**src/rtl/adc_sample_packer.sv**
```systemverilog
// -----------------------------------------------------------------------------
// adc_sample_packer
//
// Packs ADC samples into a byte stream. Samples are appended MSB-first into a
// 24-bit staging register; whenever at least 8 bits are pending, the top byte
// is presented on the output handshake. Three packing modes are supported:
//   00 / 11 : 8-bit   - top 8 bits of each sample
//   01      : 12-bit  - sample left-aligned to 12 bits, two samples -> 3 bytes
//   10      : 16-bit  - sample zero-extended to 16 bits, one sample -> 2 bytes
//
// Ports
//   clk_usb      in   sole clock, rising edge
//   reset_n      in   asynchronous active-low reset
//   mode         in   packing mode, taken only while the packer is empty
//   in_data      in   ADC sample (pSAMPLE_WIDTH bits)
//   in_valid     in   in_data valid
//   in_ready     out  a sample would fit in the staging register
//   out_byte     out  top 8 staged bits
//   out_valid    out  at least 8 bits pending
//   out_ready    in   consumer takes out_byte this cycle
//   flush        in   pad a 4-bit residue with a zero nibble to a full byte
//   clear_count  in   synchronous clear of byte_count (wins over a pop)
//   byte_count   out  bytes emitted, saturating
//   idle         out  no pending bits
// -----------------------------------------------------------------------------
module adc_sample_packer #(
   parameter int pSAMPLE_WIDTH = 12,
   parameter int pCOUNT_WIDTH  = 16
) (
   input  logic                     clk_usb,
   input  logic                     reset_n,
   input  logic [1:0]               mode,
   input  logic [pSAMPLE_WIDTH-1:0] in_data,
   input  logic                     in_valid,
   output logic                     in_ready,
   output logic [7:0]               out_byte,
   output logic                     out_valid,
   input  logic                     out_ready,
   input  logic                     flush,
   input  logic                     clear_count,
   output logic [pCOUNT_WIDTH-1:0]  byte_count,
   output logic                     idle
);

   localparam logic [1:0] MODE_12 = 2'b01;
   localparam logic [1:0] MODE_16 = 2'b10;

   // Zero fill needed to left-align a narrower sample to 12 bits.
   localparam int LSB_PAD = 12 - pSAMPLE_WIDTH;

   logic [23:0] stage_r;     // pending bits occupy the top pend_r bits, rest zero
   logic [4:0]  pend_r;      // pending-bit count, 0..24 in steps of 4
   logic [1:0]  mode_r;

   logic [4:0]  bits_per_sample;
   logic [23:0] payload_al;  // payload left-aligned in a 24-bit word
   logic [11:0] payload_12;
   logic [15:0] payload_16;
   logic        accept;
   logic        pop;
   logic [23:0] stage_pop;
   logic [4:0]  pend_pop;
   logic [23:0] stage_nxt;
   logic [4:0]  pend_nxt;

   assign payload_12 = 12'(in_data) << LSB_PAD;
   assign payload_16 = 16'(in_data);

   // NOTE: every variable driven here gets a default first, so no path through
   // the block can leave it unassigned and infer a latch.
   always_comb begin
      bits_per_sample = 5'd8;
      payload_al      = {in_data[pSAMPLE_WIDTH-1 -: 8], 16'h0000};
      case (mode_r)
         MODE_12: begin
            bits_per_sample = 5'd12;
            payload_al      = {payload_12, 12'h000};
         end
         MODE_16: begin
            bits_per_sample = 5'd16;
            payload_al      = {payload_16, 8'h00};
         end
         default: ;
      endcase
   end

   // Readiness looks only at registered state; a same-cycle pop is not counted,
   // which still sustains one byte per cycle in every mode.
   assign in_ready  = ({1'b0, pend_r} + {1'b0, bits_per_sample}) <= 6'd24;
   assign out_valid = pend_r >= 5'd8;
   assign out_byte  = stage_r[23:16];
   assign idle      = pend_r == 5'd0;

   assign accept = in_valid & in_ready;
   assign pop    = out_valid & out_ready;

   // Pop first, then append the new payload directly below what remains, then
   // round a 4-bit residue up on flush. The bits below the pending ones are
   // always zero, so OR-ing the shifted payload in is enough and the flush
   // nibble comes out zero for free.
   always_comb begin
      stage_pop = pop ? {stage_r[15:0], 8'h00} : stage_r;
      pend_pop  = pop ? pend_r - 5'd8 : pend_r;
      stage_nxt = stage_pop;
      pend_nxt  = pend_pop;
      if (accept) begin
         stage_nxt = stage_pop | (payload_al >> pend_pop);
         pend_nxt  = pend_pop + bits_per_sample;
      end
      if (flush && pend_nxt[2]) begin
         pend_nxt = pend_nxt + 5'd4;
      end
   end

   // NOTE: sequential state uses non-blocking assignments so every register
   // samples the pre-edge values regardless of statement order.
   always_ff @(posedge clk_usb or negedge reset_n) begin
      if (!reset_n) begin
         stage_r <= '0;
         pend_r  <= '0;
         mode_r  <= 2'b00;
      end else begin
         stage_r <= stage_nxt;
         pend_r  <= pend_nxt;
         // A mode change only takes hold once the packer is empty, so a
         // partly packed word is never reinterpreted.
         if (pend_r == 5'd0 && !accept) begin
            mode_r <= mode;
         end
      end
   end

   always_ff @(posedge clk_usb or negedge reset_n) begin
      if (!reset_n) begin
         byte_count <= '0;
      end else if (clear_count) begin
         byte_count <= '0;
      end else if (pop && byte_count != '1) begin
         byte_count <= byte_count + 1'b1;
      end
   end

endmodule

```
**config.mk**
```make
export PLATFORM = sky130hd
export DESIGN_NAME = adc_sample_packer
export DESIGN_NICKNAME = d
export VERILOG_FILES = /design/src/rtl/adc_sample_packer.sv
export SDC_FILE = /design/constraint.sdc
export NUM_CORES = 1
export LEC_CHECK = 0
export ABC_AREA = 0
export CORE_UTILIZATION = 37
export DETAILED_ROUTE_END_ITERATION = 8
export GPL_ROUTABILITY_DRIVEN = 0
export GPL_TIMING_DRIVEN = 0
export HOLD_SLACK_MARGIN = 0.15
export PLACE_DENSITY = 0.6
export SETUP_SLACK_MARGIN = 0.15
export SLEW_MARGIN = 20
export SYNTH_ARGS = -nofsm -noshare
export SYNTH_HDL_FRONTEND = slang
export SYNTH_SLANG_ARGS = --single-unit
```
**constraint.sdc**
```tcl
create_clock -name clk_usb -period 2.7 [get_ports clk_usb]
set_input_delay 0.81 -clock clk_usb [delete_from_list [all_inputs] [get_ports clk_usb]]
set_output_delay 0.81 -clock clk_usb [all_outputs]
set_load 0.03 [all_outputs]
```
==> run notes <==
The synthesis and place-and-route flow finished, so here is a summary.

The worst-case setup margin in the final layout came out at -0.227 ns. The deepest level of the CTS H-tree is 2. The average instance in the mapped netlist occupies 9.08 µm². The checks that failed: setup timing. Per the synth log, the flip-flop and latch total comes to between 40 and 50. The detail route stage leaves a number of antenna-violating nets equal to 0. Dividing total power by cell area gives a power density of 1190 mW/mm². The number of inserted diodes is 0. Setup repair after global routing could not meet its margin everywhere. The DRC violation total left in the routed layout is recorded as 0. Summed over all layers, the routed wires come to about 7.6 mm.

The later pin in the worst-skew pair is clocked with a latency of about 0.30 ns. After layout, the design draws a total of around 4.7 mW. For reference, the final report shows the max-slew violation count at 0. The worst register-to-register path begins at pend_r[3]$_DFF_PN0_. The most common logic cells in the final layout are sky130_fd_sc_hd__nor2_1 (57), sky130_fd_sc_hd__dfrtp_1 (43), sky130_fd_sc_hd__clkdlybuf4s50_1 (40), sky130_fd_sc_hd__nand2_1 (25), sky130_fd_sc_hd__buf_4 (23). The most common cell after layout, fill and taps aside is sky130_fd_sc_hd__nor2_1. TritonCTS built the clock tree. The first TritonRoute pass finished after 4 iterations. The number of vias after detailed routing came out at between 2,000 and 3,000. The maximum number of pins on one net before global-route repair is 26.

In the final report, the number of hold violations comes to 0. STA reports the tightest min-delay check as being of type in2async. The clock passes through at most 2 buffers. The async set or reset register ratio after synthesis came out at 100%. STA classifies the critical path startpoint as a flop.

Per the post-place timing report, worst setup slack is -0.986 ns. The share of the clock period used by the worst path came out at 108%. The number of vias per cell came out at roughly 5.2. The max capacitance violation total came out at 0.

The overall overflow remaining after global route is 0. The clock transition at the registers of the reported paths came out at ~0.09 ns. The sum of net half-perimeters after detailed placement is between 5 and 6 mm. The vertical die dimension is roughly 93 µm. The flow ran to the end, but the final reports show violations. The number of clock sinks is ~45. The number of port buffers came out at 45. The number of placed I/O pins came out at 47. STA classifies the critical path endpoint as a primary output. The number of cells produced by synthesis came out at ~340. The finished design was reported to have a net count of about 430.

The global-route usage over all layers is between 10% and 20%. Looking at the setup timing report, the critical path kind is reg2out. The data arrival time reported for the critical path is ~2.1 ns. The total leakage power is ~1.5 nW. The synthesized design contains 0 enable-type register cells.

OpenSTA lists the critical path startpoint as mode_r[1]$_DFFE_PN0P_. The worst supply voltage drop on vdd is between 0.0005 and 0.0006 V. Of the synthesized area, sequential elements account for around 37%.

The critical path endpoint has a required time of about 1.9 ns. The transition time recorded at the tightest slew-check pin is a little under 0.6 ns. In the final layout, flip-flops and latches occupy roughly 0.0011 mm².

The setup skew after layout is approximately 0.0086 ns. The worst relative slew slack is 60.4%. The critical-path maximum fanout is 3. The cell count listed in synth_stat.txt came out at between 300 and 400. The mapped netlist covers roughly 0.003 mm². Timing would allow up to 342 MHz. The commonest register cell after synthesis is sky130_fd_sc_hd__dfrtp_1.

The yosys synthesis chip area came out at a little over 0.003 mm². The number of antenna violations at the first check in global routing is 0. The total die size came out at 0.00859 mm². The final number of setup-violating endpoints is 3.
[final timing paths]
check	endpoint	cells past startpoint
min in group clk_usb	stage_r[0]$_DFF_PN0_	2
max in group asynchronous	stage_r[4]$_DFF_PN0_	2
max reg2reg	pend_r[4]$_DFF_PN0_	13
max	in_ready	9
min	byte_count[2]$_DFFE_PN0P_	1
min reg2reg	stage_r[0]$_DFF_PN0_	2
[where the power goes]
part	switching [mW]	internal, mW
logic	1.75	1.53
registers	0.135	0.882
clock network	0.231	0.171
[synth_stat cells (6+ instances only)]
cell	number	area [µm²]
sky130_fd_sc_hd__nor2_1	57	214
sky130_fd_sc_hd__nand2b_1	7	43.8
sky130_fd_sc_hd__a21oi_1	10	50.1
sky130_fd_sc_hd__nor3_1	11	55.1
sky130_fd_sc_hd__nand3_1	14	70.1
sky130_fd_sc_hd__o22ai_1	13	81.3
sky130_fd_sc_hd__dfrtp_1	45	1130
sky130_fd_sc_hd__buf_2	6	30.0
sky130_fd_sc_hd__inv_1	8	30.0
sky130_fd_sc_hd__nand2_1	26	97.6
sky130_fd_sc_hd__xnor2_1	17	149
sky130_fd_sc_hd__o21ai_0	6	30.0
sky130_fd_sc_hd__buf_4	9	67.6
sky130_fd_sc_hd__a22oi_1	10	75.1
sky130_fd_sc_hd__buf_6	6	67.6
sky130_fd_sc_hd__ha_1	8	100
sky130_fd_sc_hd__mux2_2	12	135
[cells by family (layout without fill, tap and decap cells)]
family                     after synthesis  in the layout  synth area share, %
buffers and inverters                   33             98                 6.95
and+or+nand+nor                        147            147                 24.7
AOI/OAI and AO/OA                       66             66                 15.7
xor gates and xnor gates                19             19                 5.47
muxes                                   15             15                 5.55
adders and majority gates               10             10                 4.61
DFF                                     45             45                 37.0
[repair_timing]
action,in CTS,in global routing
setup endpoints to repair,16,13
gates resized,32,2
pin swaps,12,6
buffers inserted,7,7
[registers in the layout (all words and copies together) (netlist names)]
| name | flops |
|---|---|
| byte_count | 16 |
| mode_r | 2 |
| pend_r | 3 |
| stage_r | 24 |
[metal layers]
layer | up-vias | track usage, % | wire length, µm
li1 | 1317 | - | -
met1 | 1240 | 24.2 | 3380
met2 | 61 | 30.4 | 3680
met3 | 12 | 3.78 | 394
met4 | 0 | 5.38 | 114
met5 | - | 0 | 0
[area by class of cell]
type,instances,area share (%)
inverters,8,0.825
clock buffers,5,1.75
repair buffers,60,14.5
multi-input cells,257,46.2
clock inverters,1,0.127
flip-flops and latches,45,28.6
well taps,102,3.24
plain buffers,24,4.67
[critical path, stage by stage (launching register included)]
cell and delay [ns]:
sky130_fd_sc_hd__dfrtp_1 0.39, sky130_fd_sc_hd__inv_2 0.07, sky130_fd_sc_hd__ha_4 0.15, sky130_fd_sc_hd__ha_4 0.14, sky130_fd_sc_hd__inv_4 0.03, sky130_fd_sc_hd__fa_2 0.34
sky130_fd_sc_hd__xor2_2 0.17, sky130_fd_sc_hd__nor3b_4 0.29, sky130_fd_sc_hd__nor3_2 0.06, sky130_fd_sc_hd__buf_4 0.17
pins.png
Drawn at 4 px/µm. Pins as bars across the die edge, other pins in grey.
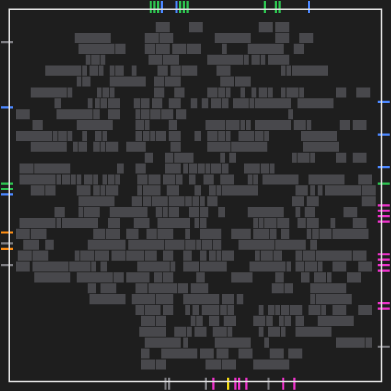
legend:
  green:
    port: in_data
    pins: 12
    direction: input
    edge: 9 north, 2 west, 1 east
  blue:
    port: out_byte
    pins: 8
    direction: output
    edge: 3 north, 3 east, 2 west
  magenta:
    port: byte_count
    pins: 16
    direction: output
    edge: 10 east, 6 south
  orange:
    port: mode
    pins: 2
    direction: input
    edge: west
  yellow:
    port: out_valid
    pins: 1
    direction: output
    edge: south
all pins by edge: 15 east, 12 north, 11 south, 9 west

final_congestion.png
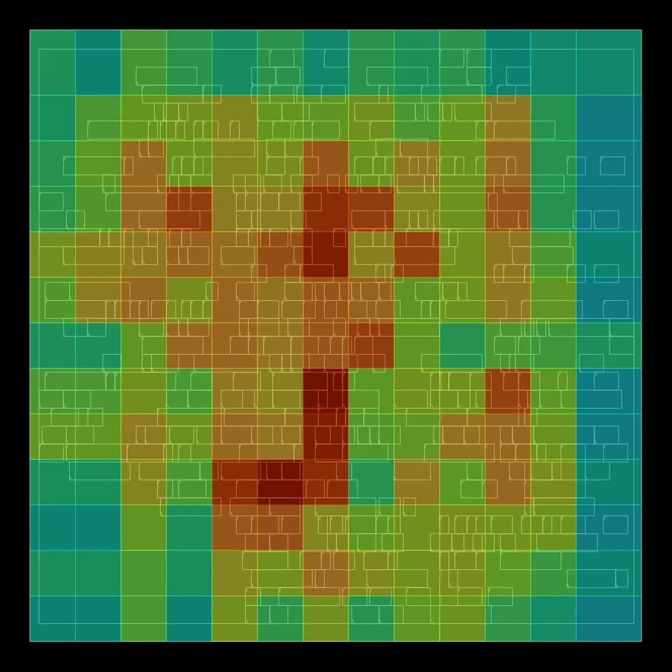
global routing usage on met2: 30.4%
GR Util met3: 3.78%
utilization after layout: 50.2%

wire_density.png
Drawn at 4 px/µm. 19 x 19 tiles, from dark blue (low) to red (high), scaled to the fullest tile. Values are wire area over tile area, all layers added.
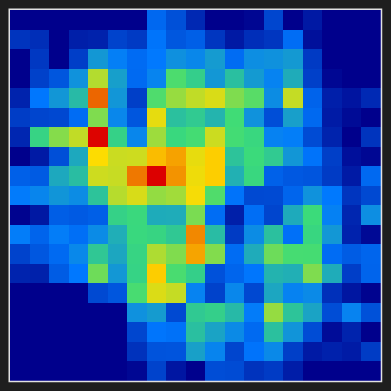
fullest tile: 0.53
densest ninth of the die: centre
tiles over half the peak: 16%
emptiest ninth of the die: south-west
mean over tiles: 0.14
nearly empty tiles: 19%

Power figures rest on the tool's default switching activity, not on a simulated workload.
